### src/rtl/mem_access_arbiter_pkg.sv
// rtl/mem_access_arbiter_pkg.sv - shared constants, read tag type and helpers for the memory arbiter
package mem_access_arbiter_pkg;

  localparam int WORD_W = 16;

  localparam logic OWN_CORE = 1'b0;
  localparam logic OWN_DBG  = 1'b1;

  localparam int MEM_LAT_MIN = 1;
  localparam int MEM_LAT_MAX = 3;
  localparam int SYNC_MIN    = 2;
  localparam int SYNC_MAX    = 3;

  typedef struct packed {
    logic valid;
    logic owner;
  } rd_tag_t;

  function automatic logic [7:0] sat_inc8(input logic [7:0] v);
    return (v == 8'hFF) ? v : v + 8'd1;
  endfunction

endpackage

### src/rtl/edge_sync_pulse.sv
// rtl/edge_sync_pulse.sv - multi-flop synchroniser plus rising-edge detect giving a one-clock pulse
module edge_sync_pulse #(
  parameter int STAGES = 2
) (
  input  logic clk,
  input  logic rst_n,
  input  logic async_in,
  output logic pulse
);

  logic [STAGES-1:0] sync_q;
  logic              prev_q;

  always_ff @(posedge clk or negedge rst_n) begin
    if (!rst_n) begin
      sync_q <= '0;
      prev_q <= 1'b0;
    end else begin
      sync_q <= {sync_q[STAGES-2:0], async_in};
      prev_q <= sync_q[STAGES-1];
    end
  end

  assign pulse = sync_q[STAGES-1] & ~prev_q;

endmodule

### src/rtl/mem_access_arbiter.sv
// rtl/mem_access_arbiter.sv - core/debug single-port memory arbiter with tagged read return
// Optional macro MEM_ARB_OVERRUN_EN adds o_dbgOverrun and o_dbgDropCnt.
module mem_access_arbiter
  import mem_access_arbiter_pkg::*;
#(
  parameter int MEM_LATENCY = 1,
  parameter int SYNC_STAGES = 2
) (
  input  logic              i_clk,
  input  logic              i_rstn,
  input  logic              i_coreReq,
  input  logic [WORD_W-1:0] i_coreAddr,
  input  logic [WORD_W-1:0] i_coreWData,
  input  logic              i_coreWr,
  output logic              o_coreGnt,
  output logic              o_coreRValid,
  output logic [WORD_W-1:0] o_coreRData,
  input  logic              i_dbgEn,
  input  logic [WORD_W-1:0] i_dbgAddr,
  input  logic [WORD_W-1:0] i_dbgWData,
  input  logic              i_dbgWr,
  output logic [WORD_W-1:0] o_dbgRData,
  output logic              o_dbgBusy,
  input  logic              i_isPaused,
  output logic [WORD_W-1:0] o_memAddr,
  output logic [WORD_W-1:0] o_memWData,
  output logic              o_memWr,
  output logic              o_memEn,
  input  logic [WORD_W-1:0] i_memRData
`ifdef MEM_ARB_OVERRUN_EN
  ,
  output logic              o_dbgOverrun,
  output logic [7:0]        o_dbgDropCnt
`endif
);

  if (MEM_LATENCY < MEM_LAT_MIN || MEM_LATENCY > MEM_LAT_MAX) begin : g_bad_latency
    $error("MEM_LATENCY out of legal range");
  end
  if (SYNC_STAGES < SYNC_MIN || SYNC_STAGES > SYNC_MAX) begin : g_bad_sync
    $error("SYNC_STAGES out of legal range");
  end

  logic              dbg_edge;
  logic              dbg_pend;
  logic [WORD_W-1:0] hold_addr;
  logic [WORD_W-1:0] hold_wdata;
  logic              hold_wr;
  logic              mem_owner_q;
  logic              issue_dbg;
  logic              issue_core;
  logic              accept;
  logic              dbg_in_flight;
  rd_tag_t           iss_tag;
  rd_tag_t           tail_tag;
  rd_tag_t           tag_q [MEM_LATENCY];

  edge_sync_pulse #(
    .STAGES(SYNC_STAGES)
  ) u_dbg_sync (
    .clk     (i_clk),
    .rst_n   (i_rstn),
    .async_in(i_dbgEn),
    .pulse   (dbg_edge)
  );

  // Debug only takes the port while paused; a held core request just waits one slot.
  assign issue_dbg  = dbg_pend & i_isPaused;
  assign issue_core = i_coreReq & ~issue_dbg;
  assign o_coreGnt  = i_rstn & issue_core;
  assign o_dbgBusy  = dbg_pend | dbg_in_flight;
  assign accept     = dbg_edge & ~o_dbgBusy;
  assign tail_tag   = tag_q[MEM_LATENCY-1];

  always_comb begin
    iss_tag       = '0;
    iss_tag.valid = o_memEn & ~o_memWr;
    iss_tag.owner = mem_owner_q;
    dbg_in_flight = o_memEn & (mem_owner_q == OWN_DBG);
    for (int i = 0; i < MEM_LATENCY; i++) begin
      if (tag_q[i].valid && tag_q[i].owner == OWN_DBG) begin
        dbg_in_flight = 1'b1;
      end
    end
  end

  always_ff @(posedge i_clk or negedge i_rstn) begin
    if (!i_rstn) begin
      dbg_pend     <= 1'b0;
      hold_addr    <= '0;
      hold_wdata   <= '0;
      hold_wr      <= 1'b0;
      o_memEn      <= 1'b0;
      o_memWr      <= 1'b0;
      o_memAddr    <= '0;
      o_memWData   <= '0;
      mem_owner_q  <= OWN_CORE;
      o_coreRValid <= 1'b0;
      o_coreRData  <= '0;
      o_dbgRData   <= '0;
      for (int i = 0; i < MEM_LATENCY; i++) begin
        tag_q[i] <= '0;
      end
    end else begin
      if (accept) begin
        dbg_pend   <= 1'b1;
        hold_addr  <= i_dbgAddr;
        hold_wdata <= i_dbgWData;
        hold_wr    <= i_dbgWr;
      end else if (issue_dbg) begin
        dbg_pend <= 1'b0;
      end

      o_memEn <= issue_dbg | issue_core;
      if (issue_dbg) begin
        o_memAddr   <= hold_addr;
        o_memWData  <= hold_wdata;
        o_memWr     <= hold_wr;
        mem_owner_q <= OWN_DBG;
      end else if (issue_core) begin
        o_memAddr   <= i_coreAddr;
        o_memWData  <= i_coreWData;
        o_memWr     <= i_coreWr;
        mem_owner_q <= OWN_CORE;
      end else begin
        o_memWr <= 1'b0;
      end

      // Tag stage 0 lines up with the first cycle after o_memEn; the tail meets the read data.
      tag_q[0] <= iss_tag;
      for (int i = 1; i < MEM_LATENCY; i++) begin
        tag_q[i] <= tag_q[i-1];
      end

      o_coreRValid <= tail_tag.valid & (tail_tag.owner == OWN_CORE);
      if (tail_tag.valid && tail_tag.owner == OWN_CORE) begin
        o_coreRData <= i_memRData;
      end
      if (tail_tag.valid && tail_tag.owner == OWN_DBG) begin
        o_dbgRData <= i_memRData;
      end
    end
  end

`ifdef MEM_ARB_OVERRUN_EN
  logic drop;
  assign drop = dbg_edge & o_dbgBusy;

  always_ff @(posedge i_clk or negedge i_rstn) begin
    if (!i_rstn) begin
      o_dbgOverrun <= 1'b0;
      o_dbgDropCnt <= '0;
    end else if (drop) begin
      o_dbgOverrun <= 1'b1;
      o_dbgDropCnt <= sat_inc8(o_dbgDropCnt);
    end
  end
`endif

endmodule

### config.mk
export PLATFORM = sky130hd
export DESIGN_NAME = mem_access_arbiter
export DESIGN_NICKNAME = d
export VERILOG_FILES = /design/src/rtl/mem_access_arbiter_pkg.sv /design/src/rtl/edge_sync_pulse.sv /design/src/rtl/mem_access_arbiter.sv
export SDC_FILE = /design/constraint.sdc
export NUM_CORES = 1
export LEC_CHECK = 0
export CAP_MARGIN = 20
export CORE_MARGIN = 8
export CORE_UTILIZATION = 45
export DETAILED_ROUTE_END_ITERATION = 8
export GPL_TIMING_DRIVEN = 0
export HOLD_SLACK_MARGIN = 0.03
export PLACE_DENSITY_LB_ADDON = 0.25
export SLEW_MARGIN = 40
export SYNTH_ARGS = -nofsm -noshare
export SYNTH_HDL_FRONTEND = slang
export SYNTH_HIERARCHICAL = 1
export SYNTH_SLANG_ARGS = --single-unit
### constraint.sdc
create_clock -name i_clk -period 1.9 [get_ports i_clk]
set_input_delay 0.285 -clock i_clk [delete_from_list [all_inputs] [get_ports i_clk]]
set_output_delay 0.285 -clock i_clk [all_outputs]
set_load 0.01 [all_outputs]
Fig. 1: run 1, wires at chosen ports, followed through buffers
Drawn at 3 px/um.
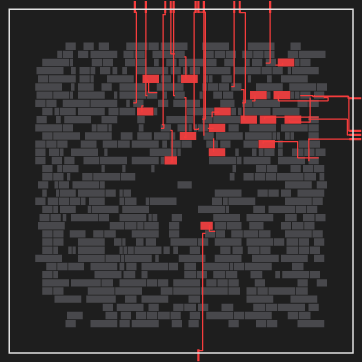
| port | color | direction | end cells | buffers | wire |
|---|---|---|---|---|---|
| `i_dbgWData` | red | input | 16 | 16 | 626 um |
Ports: 156
port buffer count: 154

Fig. 2: run 1, routing congestion map
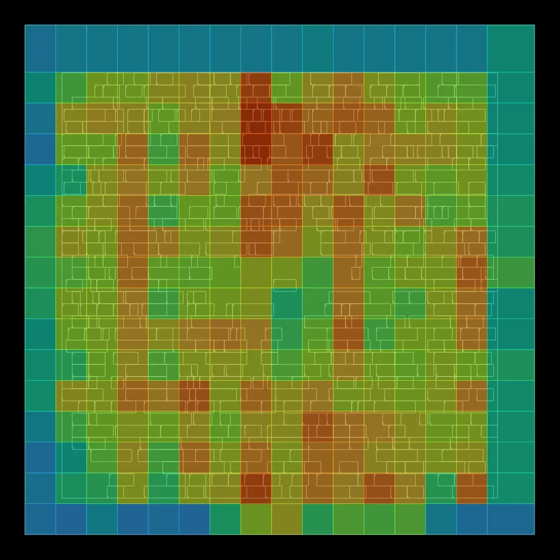
WL/cell: 18.1 um
fraction of met3 tracks used by global routing: 5.64%
met2 Use GR: 29.8%
final core utilization: 67.7%
global-route met1 utilization: 19.9%

==> results_dict.tcl, run 1 <==
# metrics dict for downstream scripts
set metrics [dict create \
    met2_length_mm 5.63 \
    ys_sh_aoi_pct 4.34 \
    setup_ws_ns 0.155 \
    hold_viol 0 \
    die_h_um 114 \
    sh_comb_area_pct 24.4 \
    slowest_delay_ns 0.41 \
    dp.cells 589 \
    rsz0062_at_grt "false" \
    yosysWarningCount 6 \
    fmax_ghz 0.573 \
    outcome "completed" \
    grt_max_degree 59 \
    arrival_ns 1.99 \
    yosys_cells 305 \
    pre_cts_ws_ns -0.482 \
    fillCellCount 705 \
    syn_avg_cell_area_um2 14.2 \
    crit_family "flip-flops" \
    drive_gt1_share_pct 20.5 \
    synthCells 305 \
    common_cells "dfrtp_1 (107), mux2_2 (36), nand2_1 (36)" \
]
Fig. 3: run 1, M2 wires
Drawn at 2 px/um.
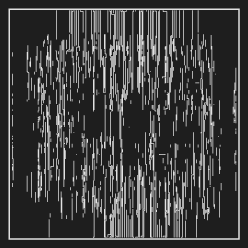
wire length on this layer: 5630 um
share of all routed wire: 51%
nets with wire on the layer: 510
main direction: vertical
longest straight run: 46.9 um
via count: 2955
final WL: 11.0 mm

[run 1: layout by cell type, fill, tap and decap left out, types with 2 or more instances in the layout]
cell             synthesis  layout
mux2_4                  29      29
buf_2                    4       4
o21ai_0                 34      34
nor2b_1                  2       2
nand2_1                 36      36
clkinvlp_4               0       2
mux2_2                  36      36
clkdlybuf4s50_1          0     151
dfrtp_1                107     107
inv_1                    3       3
clkbuf_1                11       8
buf_6                    4       4
mux2i_1                 32      32
clkbuf_8                 0      11
clkbuf_2                 0       3
buf_16                   0       2
[run 1: report_power, final]
group / switching, mW / internal (mW)
clock: 0.761 / 0.519
sequential: 0.378 / 2.98
combinational: 0.896 / 1.61
total: 2.04 / 5.11
==> inputs of run 2 (changes only) <==
Settings changed: CORE_ASPECT_RATIO set to 1.1.
Fig. 4: run 2, M2 wires
Drawn at 2 px/um.
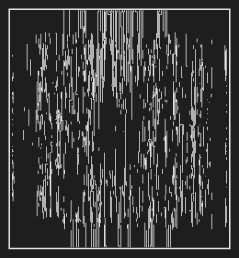
via count: 2931
met2 Use GR: 26.5%
final WL: 10.6 mm

==> results_dict.tcl, run 2 <==
# metrics dict for downstream scripts
set metrics [dict create \
    p_seq_mw 3.37 \
    dp.cells 577 \
    slowest_delay_ns 0.41 \
    cp.required_ns 1.62 \
    final_cell_mix "clkdlybuf4s50_1 (151), dfrtp_1 (107), nand2_1 (36), mux2_2 (36), o21ai_0 (34)" \
    hold_viol 58 \
    rsz0062_at_grt "false" \
    yosysWarningCount 6 \
    p_sw_mw 2.02 \
    pwr-share-clk_pct 19.5 \
    synthCells 305 \
    drive_gt1_share_pct 20.0 \
    holdWs_ns -0.167 \
    fmax_ghz 0.548 \
    pg_comb_mw 2.46 \
    pwr-share-comb_pct 34.0 \
    p_sw_share_pct 27.9 \
    met2_length_mm 4.99 \
    power_clock_mw 1.41 \
    die_h_um 119 \
    power_leader "sequential cells" \
    worstSetupStartpointType "register" \
    crit_family "buffers and inverters" \
    numPortBuffers 154 \
    layout_top_cell "clkdlybuf4s50_1" \
    setup_ws_ns 0.0766 \
    pre_cts_ws_ns -0.530 \
    ios 156 \
    outcome "finished, violations left" \
    arrival_ns 1.54 \
    common_cells "dfrtp_1 (107), mux2_2 (36), nand2_1 (36)" \
    fillCellCount 702 \
    syn_avg_cell_area_um2 14.2 \
    ys_sh_aoi_pct 4.34 \
    grt_max_degree 60 \
    p_int_mw 5.23 \
    yosys_cells 305 \
    violations "hold timing" \
]
Fig. 5: run 2, routing congestion map
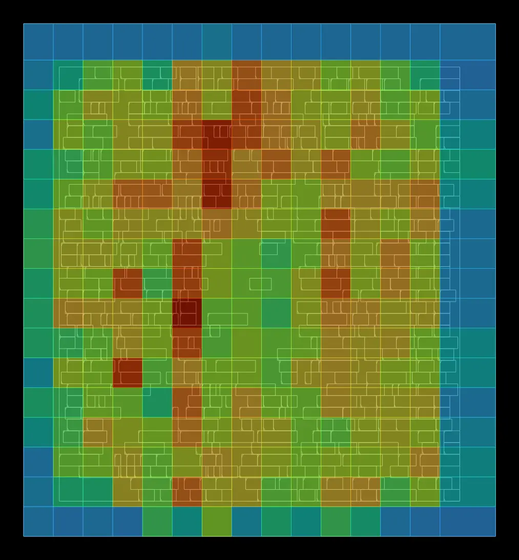
WL/cell: 18.0 um
final core utilization: 66.9%
busiest grt layer: met2
global-route met1 utilization: 20.7%
fraction of met3 tracks used by global routing: 5.23%

==> run 2: cell count changes in the layout (fill, tap and decap cells not counted), sizes merged <==
cell | previous run | this run
dlygate4sd3 | 1 | 0
clkdlybuf4s15 | 0 | 1
inv | 4 | 3
clkinv | 2 | 1
bufinv | 0 | 1
clkinvlp | 2 | 4
clkbuf | 22 | 18
==> run 2: worst max-delay path by stage <==
stage / start / endpoint / slack, ns / cells after the start
6_report: dbg_pend / o_coreGnt / 0.08 / 4
3_5_place_dp: i_isPaused / o_coreGnt / -0.53 / 6
2_1_floorplan: o_memEn / hold_addr[0] / 0.20 / 5
4_1_cts: dbg_pend / o_coreGnt / 0.01 / 4
3_3_place_gp: i_rstn / o_coreGnt / -3.53 / 4
5_1_grt: dbg_pend / o_coreGnt / 0.004 / 4
Power and IR drop assume default switching activity.
